`src/rtl/obi_resp_pkg.sv`:
```
// rtl/obi_resp_pkg.sv - shared types, widths and parameter legality helper for the OBI random responder
package obi_resp_pkg;

   localparam int CNT_W        = 3;
   localparam int PTR_W        = 2;
   localparam int PND_MIN      = 1;
   localparam int PND_MAX      = 4;
   localparam int TXN_ADDR_MAX = 64;
   localparam int TXN_DATA_MAX = 64;
   localparam int TXN_BE_MAX   = TXN_DATA_MAX / 8;

   // Stored at maximum width; the top zero-extends on push and slices on read.
   typedef struct packed {
      logic [TXN_ADDR_MAX-1:0] addr;
      logic                    we;
      logic [TXN_BE_MAX-1:0]   be;
   } obi_txn_t;

   function automatic bit params_legal(int max_pnd, int max_stall, int max_lat,
                                       int addr_w, int data_w);
      return (max_pnd >= PND_MIN) && (max_pnd <= PND_MAX) &&
             (max_stall >= 0) && (max_lat >= 0) &&
             (addr_w >= 1) && (addr_w <= TXN_ADDR_MAX) &&
             (data_w >= 8) && (data_w <= TXN_DATA_MAX) && (data_w % 8 == 0);
   endfunction

endpackage

```
`src/rtl/obi_rand_responder_if.sv`:
```
// rtl/obi_rand_responder_if.sv - OBI request/response bus between core port and responder
interface obi_rand_responder_if #(
   parameter int ADDR_W = 32,
   parameter int DATA_W = 32
);
   logic                  req_i;
   logic [ADDR_W-1:0]     addr_i;
   logic                  we_i;
   logic [DATA_W/8-1:0]   be_i;
   logic [DATA_W-1:0]     wdata_i;
   logic                  gnt_o;
   logic                  rvalid_o;
   logic [DATA_W-1:0]     rdata_o;

   modport master (
      output req_i, addr_i, we_i, be_i, wdata_i,
      input  gnt_o, rvalid_o, rdata_o
   );

   modport slave (
      input  req_i, addr_i, we_i, be_i, wdata_i,
      output gnt_o, rvalid_o, rdata_o
   );
endinterface

```
`src/rtl/obi_resp_fifo.sv`:
```
// rtl/obi_resp_fifo.sv - circular FIFO of granted transactions awaiting their response
module obi_resp_fifo
   import obi_resp_pkg::*;
#(
   parameter int DEPTH = 2
) (
   input  logic             clock,
   input  logic             reset,
   input  logic             push,
   input  obi_txn_t         push_txn,
   input  logic             pop,
   output logic [CNT_W-1:0] cnt,
   output obi_txn_t         head
);

   localparam logic [PTR_W-1:0] LAST = PTR_W'(DEPTH - 1);

   logic [PTR_W-1:0] wr_ptr;
   logic [PTR_W-1:0] rd_ptr;
   obi_txn_t         mem [2**PTR_W];

   function automatic logic [PTR_W-1:0] next_ptr(input logic [PTR_W-1:0] p);
      return (p == LAST) ? '0 : p + PTR_W'(1);
   endfunction

   always_ff @(posedge clock) begin
      if (reset) begin
         wr_ptr <= '0;
         rd_ptr <= '0;
         cnt    <= '0;
      end else begin
         if (push) wr_ptr <= next_ptr(wr_ptr);
         if (pop)  rd_ptr <= next_ptr(rd_ptr);
         case ({push, pop})
            2'b10:   cnt <= cnt + CNT_W'(1);
            2'b01:   cnt <= cnt - CNT_W'(1);
            default: cnt <= cnt;
         endcase
      end
   end

   // Payload storage needs no reset: an entry is only visible once cnt covers it.
   always_ff @(posedge clock) begin
      if (push) mem[wr_ptr] <= push_txn;
   end

   assign head = (cnt == '0) ? '0 : mem[rd_ptr];

endmodule

```
`src/rtl/obi_rand_responder.sv`:
```
// rtl/obi_rand_responder.sv - protocol-legal OBI responder driven by free solver inputs with bounded liveness
module obi_rand_responder
   import obi_resp_pkg::*;
#(
   parameter int MAX_PND   = 2,
   parameter int MAX_STALL = 4,
   parameter int MAX_LAT   = 4,
   parameter int ADDR_W    = 32,
   parameter int DATA_W    = 32
) (
   input  logic                  clock,
   input  logic                  reset,
   obi_rand_responder_if.slave   bus,
   input  logic                  gnt_rand_i,
   input  logic                  rvalid_rand_i,
   input  logic [DATA_W-1:0]     rdata_rand_i,
   output logic [CNT_W-1:0]      pnd_cnt_o,
   output logic [ADDR_W-1:0]     rsp_addr_o,
   output logic                  rsp_we_o
);

   localparam int STALL_W = (MAX_STALL < 1) ? 1 : $clog2(MAX_STALL + 1);
   localparam int LAT_W   = (MAX_LAT < 1)   ? 1 : $clog2(MAX_LAT + 1);
   localparam logic [CNT_W-1:0]   PND_LIM   = CNT_W'(MAX_PND);
   localparam logic [STALL_W-1:0] STALL_LIM = STALL_W'(MAX_STALL);
   localparam logic [LAT_W-1:0]   LAT_LIM   = LAT_W'(MAX_LAT);

   generate
      if (!params_legal(MAX_PND, MAX_STALL, MAX_LAT, ADDR_W, DATA_W)) begin : g_bad_params
         $error("obi_rand_responder: illegal parameter combination");
      end
   endgenerate

   logic [CNT_W-1:0]   cnt;
   logic [STALL_W-1:0] stall_cnt;
   logic [LAT_W-1:0]   lat_cnt;
   logic               full;
   logic               empty;
   logic               gnt;
   logic               rvalid;
   logic               push;
   obi_txn_t           push_txn;
   obi_txn_t           head;
   logic               unused_bits;

   assign full  = (cnt == PND_LIM);
   assign empty = (cnt == '0);

   // Reset gating keeps grants quiet during the cycle reset is being sampled.
   assign gnt    = !reset && bus.req_i && !full && (gnt_rand_i || (stall_cnt == STALL_LIM));
   assign rvalid = !empty && (rvalid_rand_i || (lat_cnt == LAT_LIM));
   assign push   = bus.req_i && gnt;

   always_comb begin
      push_txn      = '0;
      push_txn.addr = TXN_ADDR_MAX'(bus.addr_i);
      push_txn.we   = bus.we_i;
      push_txn.be   = TXN_BE_MAX'(bus.be_i);
   end

   obi_resp_fifo #(
      .DEPTH (MAX_PND)
   ) u_fifo (
      .clock    (clock),
      .reset    (reset),
      .push     (push),
      .push_txn (push_txn),
      .pop      (rvalid),
      .cnt      (cnt),
      .head     (head)
   );

   // Stall counter freezes while full so a backed-up port keeps its credit.
   always_ff @(posedge clock) begin
      if (reset) begin
         stall_cnt <= '0;
      end else if (!bus.req_i || gnt) begin
         stall_cnt <= '0;
      end else if (full) begin
         stall_cnt <= stall_cnt;
      end else if (stall_cnt != STALL_LIM) begin
         stall_cnt <= stall_cnt + STALL_W'(1);
      end
   end

   always_ff @(posedge clock) begin
      if (reset) begin
         lat_cnt <= '0;
      end else if (empty || rvalid) begin
         lat_cnt <= '0;
      end else if (lat_cnt != LAT_LIM) begin
         lat_cnt <= lat_cnt + LAT_W'(1);
      end
   end

   assign bus.gnt_o    = gnt;
   assign bus.rvalid_o = rvalid;
   assign bus.rdata_o  = (!empty && !head.we) ? rdata_rand_i : '0;
   assign pnd_cnt_o    = cnt;
   assign rsp_addr_o   = head.addr[ADDR_W-1:0];
   assign rsp_we_o     = head.we;

   assign unused_bits = ^{head, bus.wdata_i};

endmodule

```
`src/flat_wrapper.sv`:
```
// flat-port wrapper written by rule: the top's interface ports become plain ports
module obi_rand_responder_flat import obi_resp_pkg::*;
#(
   parameter int MAX_PND   = 2,
   parameter int MAX_STALL = 4,
   parameter int MAX_LAT   = 4,
   parameter int ADDR_W    = 32,
   parameter int DATA_W    = 32
)
  (clock, reset, gnt_rand_i, rvalid_rand_i, rdata_rand_i, pnd_cnt_o, rsp_addr_o, rsp_we_o, bus_req_i, bus_addr_i, bus_we_i, bus_be_i, bus_wdata_i, bus_gnt_o, bus_rvalid_o, bus_rdata_o);
  obi_rand_responder_if #(.ADDR_W(ADDR_W), .DATA_W(DATA_W)) bus_i ();
  input  logic clock;
  input  logic reset;
  input  logic gnt_rand_i;
  input  logic rvalid_rand_i;
  input  logic [DATA_W-1:0] rdata_rand_i;
  output logic [CNT_W-1:0] pnd_cnt_o;
  output logic [ADDR_W-1:0] rsp_addr_o;
  output logic rsp_we_o;
  input wire logic [$bits(bus_i.req_i)-1:0] bus_req_i;
  input wire logic [$bits(bus_i.addr_i)-1:0] bus_addr_i;
  input wire logic [$bits(bus_i.we_i)-1:0] bus_we_i;
  input wire logic [$bits(bus_i.be_i)-1:0] bus_be_i;
  input wire logic [$bits(bus_i.wdata_i)-1:0] bus_wdata_i;
  output wire logic [$bits(bus_i.gnt_o)-1:0] bus_gnt_o;
  output wire logic [$bits(bus_i.rvalid_o)-1:0] bus_rvalid_o;
  output wire logic [$bits(bus_i.rdata_o)-1:0] bus_rdata_o;
  assign bus_i.req_i = bus_req_i;
  assign bus_i.addr_i = bus_addr_i;
  assign bus_i.we_i = bus_we_i;
  assign bus_i.be_i = bus_be_i;
  assign bus_i.wdata_i = bus_wdata_i;
  assign bus_gnt_o = bus_i.gnt_o;
  assign bus_rvalid_o = bus_i.rvalid_o;
  assign bus_rdata_o = bus_i.rdata_o;
  obi_rand_responder #(.MAX_PND(MAX_PND), .MAX_STALL(MAX_STALL), .MAX_LAT(MAX_LAT), .ADDR_W(ADDR_W), .DATA_W(DATA_W)) u_core (.clock(clock), .reset(reset), .bus(bus_i), .gnt_rand_i(gnt_rand_i), .rvalid_rand_i(rvalid_rand_i), .rdata_rand_i(rdata_rand_i), .pnd_cnt_o(pnd_cnt_o), .rsp_addr_o(rsp_addr_o), .rsp_we_o(rsp_we_o));
endmodule
```
`config.mk`:
```
export PLATFORM = sky130hd
export DESIGN_NAME = obi_rand_responder_flat
export DESIGN_NICKNAME = d
export VERILOG_FILES = /design/src/rtl/obi_resp_pkg.sv /design/src/rtl/obi_rand_responder_if.sv /design/src/rtl/obi_resp_fifo.sv /design/src/rtl/obi_rand_responder.sv /design/src/flat_wrapper.sv
export SDC_FILE = /design/constraint.sdc
export NUM_CORES = 1
export LEC_CHECK = 0
export CAP_MARGIN = 40
export CORE_MARGIN = 1.5
export CORE_UTILIZATION = 56
export CTS_BUF_LIST = sky130_fd_sc_hd__clkbuf_8 sky130_fd_sc_hd__clkbuf_16
export DETAILED_ROUTE_END_ITERATION = 6
export PLACE_DENSITY = 0.79
export SLEW_MARGIN = 20
export SYNTH_ARGS = -nofsm -noshare
export SYNTH_HDL_FRONTEND = slang
export SYNTH_HIERARCHICAL = 1
export SYNTH_SLANG_ARGS = --single-unit
```
`constraint.sdc`:
```
create_clock -name clock -period 9.29 [get_ports clock]
set_clock_uncertainty 0.15 [all_clocks]
set_input_delay 1.858 -clock clock [delete_from_list [all_inputs] [get_ports clock]]
set_output_delay 1.858 -clock clock [all_outputs]
set_load 0.005 [all_outputs]
```
run_1/final_clocks.png
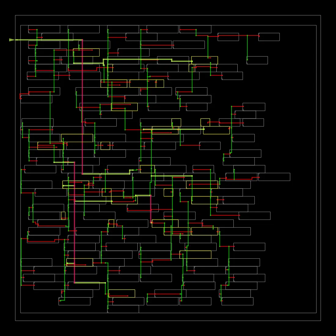
number of sinks driven by the clock tree: 147
Layout clock buffers: 17
seq_cells: 147
clock latency on the worst-skew pair: 0.52 ns
power in the clock group: 656 uW

run_1/registers.png
Drawn at 4 px/um. Other sequential cells in the stronger gray, the rest of the logic in the fainter gray.
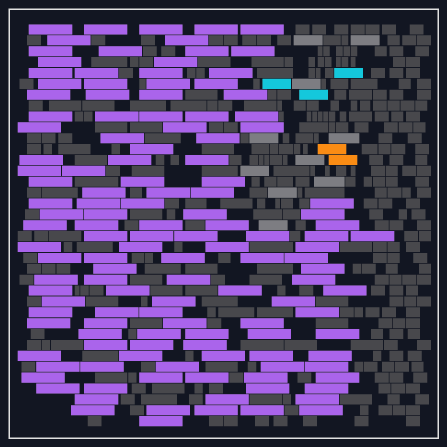
[purple] `u_core/u_fifo/mem` | sequential cells: 132 | where: spread over the die
[orange] `u_core/u_fifo/rd_ptr` | sequential cells: 2
[cyan] `u_core/u_fifo/cnt` | sequential cells: 3

run_1/density.png
Drawn at 4 px/um. The die is cut into 11 by 11 equal tiles; black is low, pale yellow is high, 0 to 100% covered.
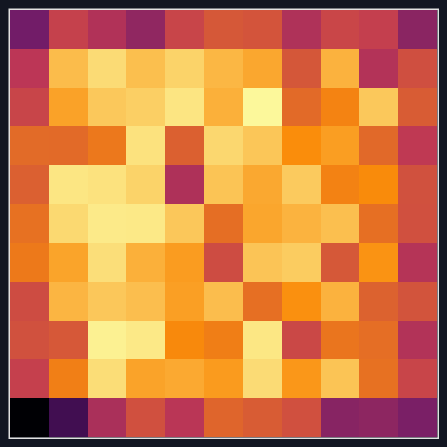
fullest tile: 98%
mean over tiles: 70%
nearly empty tiles: 0.80%

==> summary.txt, run 1 <==
Results of the full flow below.

Layout:
- The library cells used most frequently in the layout, excluding fill and tap cells, are clkdlybuf4s50_1, edfxtp_1, nor2b_1.
- The run gives the proportion of cell area occupied by registers as 0.5224.
- The run gives the total of fill cells in the finished design as 617.
- Of the cells placed in the final design, the portion with a size suffix greater than 1 is 0.2247.
- Per the cell usage report, the commonest logic cell in the layout is clkdlybuf4s50_1.
- At the end of the flow, the number of nets in the layout was 586.
- Ranked by total area, the top cell class in this layout is registers.
- Per the layout area report, the combinational gate area comes to 0.001638 mm^2.
- The run puts the number of logic gates at 153.
- The run gives the register cell area after layout as 0.004267 mm^2.
- The layout report lists the clock-cell share of area as 0.07032.
- The run puts the number of inserted diodes at 0.
- The run puts the buffering overhead at 0.1817.
- The register with the most flip-flops in the final layout is u_core/u_fifo/mem.

Drt:
- After detailed routing, the number of vias per cell comes to 5.428.
- The detailed router used layers up to and including met4.
- The run puts the total met3 wirelength after detailed routing at 970 um.
- The count of nets left with antenna violations once routing finished came out at 0.
- TritonRoute output was used to compute an average wire per cell of 18.77 um.
- The run puts the wire length on met1 at 4588 um.
- The run gives the vias after detailed routing as 3371.
- The run puts the detailed router's first-iteration violation count at 215.
- After detailed routing, the met2 layer carries 5969 um of wire.
- The run gives the final routed DRC violation total as 0.

Die:
- Row generation in the floorplan step produced 37 rows.
- The run puts the floorplan die area at 0.01142 mm^2.
- According to the I/O placement log, the pin count is 176.
- The run puts the count of inserted tapcells at 136.
- The run puts the floorplan die height at 106.9 um.
- The region available for standard cell placement spans 0.01042 mm^2.
- The run gives the die extent in x as 106.9 um.

Placed design:
- The run puts the number of cells in the design after placement at 591.
- The run gives the count of buffers from port buffering as 139.
- The run puts the worst slack at placement at 3.806 ns.
- The run puts the placer congestion estimate at 0.7462.
- In the placement report, post-DP HPWL is listed as 7282 um.

STA:
- The run puts the final hold slack at 0.2756 ns.
- The run puts the final clock period utilization by the worst path at 0.5896.
- The run gives the transition at the pin with the smallest max-transition slack as 0.7597 ns.
- Setup repair after global routing left no endpoint under its margin.
- The highest clock rate this design can be run at is 182.6 MHz.
- The run gives the worst path setup slack after routing as 3.813 ns.
- The run gives the post-layout minimum cycle time as 5.477 ns.
- The run puts the worst relative slew slack at 0.4923.
- Per the finish-stage timing summary, setup violations number 0.
- The run gives the number of max-slew violations in the final report as 0.
- After routing, the total negative slack on setup checks comes to 0 ns.

Setup path:
- The run gives the buffer and inverter count on the worst path as 2.
- The run puts the maximum fanout encountered on the critical timing path at 9.
- The cell that appears most often on the critical path is clkdlybuf4s50_1.
- The run gives the timing startpoint of the critical path as reset.
- The timing report gives the worst reg2reg path a setup slack of 6.51 ns.
- The critical path ends at bus_gnt_o.
- The run gives the startpoint of the worst register-to-register path as u_core/stall_cnt[0]$_SDFFE_PP0P_.
- The run puts the worst endpoint required time at 7.28 ns.
- The worst setup path is launched from an input port.
- On the worst path, the slowest cell contributes a delay of 0.58 ns.
- The worst setup path is captured at an output pin.
- In this run the critical path is formed by clkdlybuf4s50_1 > nand2b_1 > nor3_1 > clkdlybuf4s50_1.
- Among all stages on the critical path, the largest delay is contributed by clkdlybuf4s50_1.
- The run gives the reg-to-reg critical path endpoint as u_core/u_fifo/mem[1][27]$_DFFE_PP_.
- The run puts the length in cells of the worst reg-to-reg path at 7.

Logic synthesis:
- Per the post-synthesis report, the number of cells in the design is 326.
- The run puts the number of nets at floorplan at 438.
- The run puts the average footprint of a synthesized cell at 18.53 um^2.
- The run gives the number of warnings printed during yosys synthesis as 6.

Global routing:
- The first global-routing pass estimated 18030 um of wire.
- The initial antenna violation count was 0.
- Entering global routing, the biggest net connects 34 pins.
- For this run, global-route usage on met2 was measured as 0.3677.
- For met3 alone, demand over resource in global routing was 0.08146.
- The run gives the overall global routing resource usage as 0.2169.
- met1 track demand over resource after global routing is 0.2561.
- The number of global-route vias before repair is 3504.

Min path:
- STA reports the tightest min-delay check as being of type reg2reg.
- The run gives the hold path startpoint as u_core/u_fifo/rd_ptr[1]$_SDFFE_PP0P_.

Power:
- The run gives the net switching fraction of the power as 0.2516.
- The run puts the net switching component of the power at 522.0 uW.
- The power report attributes to the clock group a share of 0.316.
- Summed over all cells, the static leakage comes to 0.002676 uW.

Status:
- The flow ran to the end, and the final reports show no timing, DRC or antenna violations.

Clock tree:
- The run puts the number of buffers created by CTS at 17.
- TritonCTS built the clock tree.
- The run puts the clock edge transition at the registers on the reported setup and hold paths at 0.06 ns.
- The run puts the number of H-tree levels at 4.
- The run puts the quantity of gates resized following cts at 0.
- In this run the clock root is driven by a clkbuf_8.
- The run gives the buffers inserted during post-CTS setup optimization as 0.
- The post-CTS hold buffer count recorded in the log is 0.

Job:
- The run puts the tally of max-capacitance violations at 0.
==> inputs of run 2 (changes only) <==
clock period = 5.55 ns   (was 9.29 ns; I/O delays follow)
==> summary.txt, run 2 <==
Results of the full flow below.

Status:
- The run finished with clean final reports.

Setup path:
- The run puts the peak per-stage delay on the critical path at 0.54 ns.
- The run gives the reg-to-reg critical path endpoint as u_core/u_fifo/mem[0][23]$_DFFE_PP_.
- The run gives the capture point of the worst path as bus_rdata_o[15].
- The critical path endpoint has a required time of 4.29 ns.
- The run gives the length in cells of the worst reg-to-reg path as 7.
- The run gives the startpoint type of the worst setup path as a flip-flop.
- The critical path goes through buf_4 > mux4_2 > nor2b_1 > nor2_4 > and2_4 > clkdlybuf4s50_1.
- The startpoint identified for the worst register-to-register timing path is u_core/stall_cnt[0]$_SDFFE_PP0P_.
- The slowest stage of the critical path belongs to the cell nor2_4.
- STA classifies the critical path endpoint as an output pin.
- The run puts the maximum fanout encountered on the critical timing path at 33.
- The run puts the buffer and inverter count on the worst path at 2.
- The run gives the internal reg-to-reg setup slack as 2.72 ns.

Logic synthesis:
- The run gives the number of nets at floorplan as 438.
- The run puts the average footprint of a synthesized cell at 18.53 um^2.
- The run gives the instance count of the mapped netlist as 326.
- The run gives the number of warnings printed during yosys synthesis as 6.

Drt:
- The run puts the detailed router's first-iteration violation count at 244.
- The run gives the number of nets with antenna violations after routing as 0.
- The run puts the wire length on met1 at 4597 um.
- The run gives the highest metal layer with signal wires as met4.
- The run puts the total met3 wirelength after detailed routing at 948 um.
- The run puts the amount of wire on met2 after detailed routing at 5880 um.
- The run gives the mean routed wirelength per cell as 18.50 um.
- After detailed routing, the number of vias per cell comes to 5.429.
- Across all layers, the routed design uses 3388 vias.
- The run puts the final routed DRC violation total at 0.

Die:
- The run puts the count of inserted tapcells at 136.
- 176 I/O pins were placed.
- After floorplanning, the die was sized to cover 0.01142 mm^2.
- The run gives the floorplan row count as 37.
- The run puts the die extent in x at 106.9 um.
- The run puts the floorplan die height at 106.9 um.

Clock tree:
- The run puts the number of clock sinks at 147.
- TritonCTS built the clock tree.
- The run gives the quantity of gates resized following cts as 0.
- The run puts the buffers inserted during post-CTS setup optimization at 0.
- The run puts the number of H-tree levels at 4.
- The run gives the cell at the root of the clock tree as clkbuf_8.
- Hold repair after CTS inserted 0 buffers.
- The run gives the clock edge transition at the registers on the reported setup and hold paths as 0.06 ns.

Min path:
- The run gives the hold path startpoint as u_core/u_fifo/rd_ptr[1]$_SDFFE_PP0P_.
- Along the worst hold path, the cell count comes to 2.
- STA reports the tightest min-delay check as being of type reg2reg.

STA:
- The run puts the transition at the pin with the smallest max-transition slack at 0.7525 ns.
- The run puts the worst path setup slack after routing at 1.192 ns.
- Setup total negative slack on the finished layout was measured at 0 ns.
- Static timing analysis puts the maximum clock frequency at 229.5 MHz.
- The run puts the post-layout minimum cycle time at 4.358 ns.
- Setup repair after global routing left no endpoint under its margin.
- Across all hold checks on the routed design, the worst slack comes to 0.2979 ns.
- The final timing summary puts the cycle share of the worst path at 0.7852.
- Measured against its own limit, the worst slew margin works out to 0.4956.
- The end-of-flow timing check tallies setup violations at 0.
- For reference, the final report shows the max-slew violation count at 0.

Global routing:
- The run gives the overall global routing resource usage as 0.2176.
- On met2, the global router reports a usage of 0.3613.
- The run puts the initial antenna violation count at 0.
- The run gives the met1 usage as 0.2705.
- The run puts the pin count of the biggest net entering global routing at 34.
- The run gives the number of global-route vias before repair as 3380.
- The first global-routing pass estimated 17970 um of wire.
- The global routing report lists met3 layer usage as 0.07112.

Layout:
- The run puts the register cell area after layout at 0.004267 mm^2.
- The run gives the number of nets in the layout as 587.
- The layout contains a multi-input combinational cell count of 153.
- Of all the cell area in the finished design, non-clock buffers hold 0.1815.
- The largest register by flop count is u_core/u_fifo/mem.
- The run gives the number of inserted diodes as 0.
- Leaving out fill and tap cells, the most frequent cells in the layout are clkdlybuf4s50_1, edfxtp_1, nor2b_1.
- According to the cell report, flip-flops and latches in the layout number 147.
- The layout report gives the register share of total cell area as 0.5220.
- The run puts the total of fill cells in the finished design at 590.
- The run puts the proportion of layout cells with a drive suffix above 1 at 0.2275.
- The biggest slice of the area belongs to registers.
- Summing all multi-input logic gate instances after layout gives 0.001638 mm^2.
- Clock buffers in the final layout number 17.
- The run puts the portion of the layout cell area used by clock cells at 0.07118.
- The run puts the final design area excluding fillers at 0.008174 mm^2.

Placed design:
- The run gives the placer congestion estimate as 0.7310.
- Counting tap cells, the placed design contains a total of 592 instances.
- The run gives the count of buffers from port buffering as 139.
- Detailed placement ended at an HPWL of 7216 um.
- Before CTS, the worst setup slack after placement is 1.366 ns.

Power:
- The run gives the relative contribution of the clock network to total power as 0.316.
- In this run the power spent charging and discharging nets is 863.8 uW.
- The switching portion of total power comes to 0.2494.
- The run gives the leakage dissipation as 0.002673 uW.

Job:
- The run gives the tally of max-capacitance violations as 0.
run_2/pdn.png
Drawn at 4 px/um. Pins as bars on the die edge.
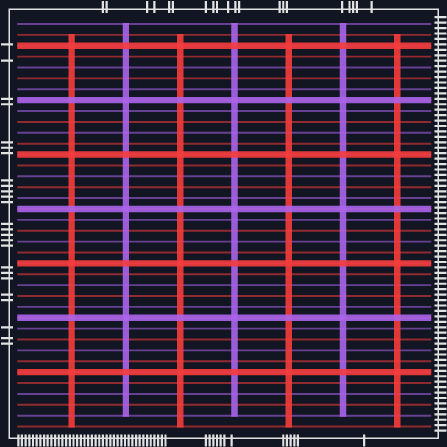
[red] VSS
[purple] VDD
met4 straps: 7
met1 rails: 38
rows: 37

run_2/final_clocks.png
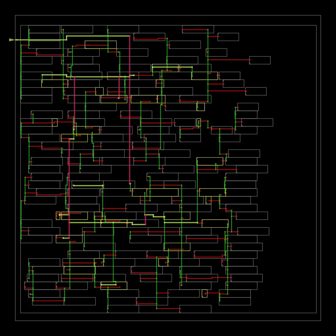
CTS Buf Count: 17
power in the clock group: 1090 uW
clock latency on the worst-skew pair: 0.51 ns

Power and IR drop assume default switching activity.
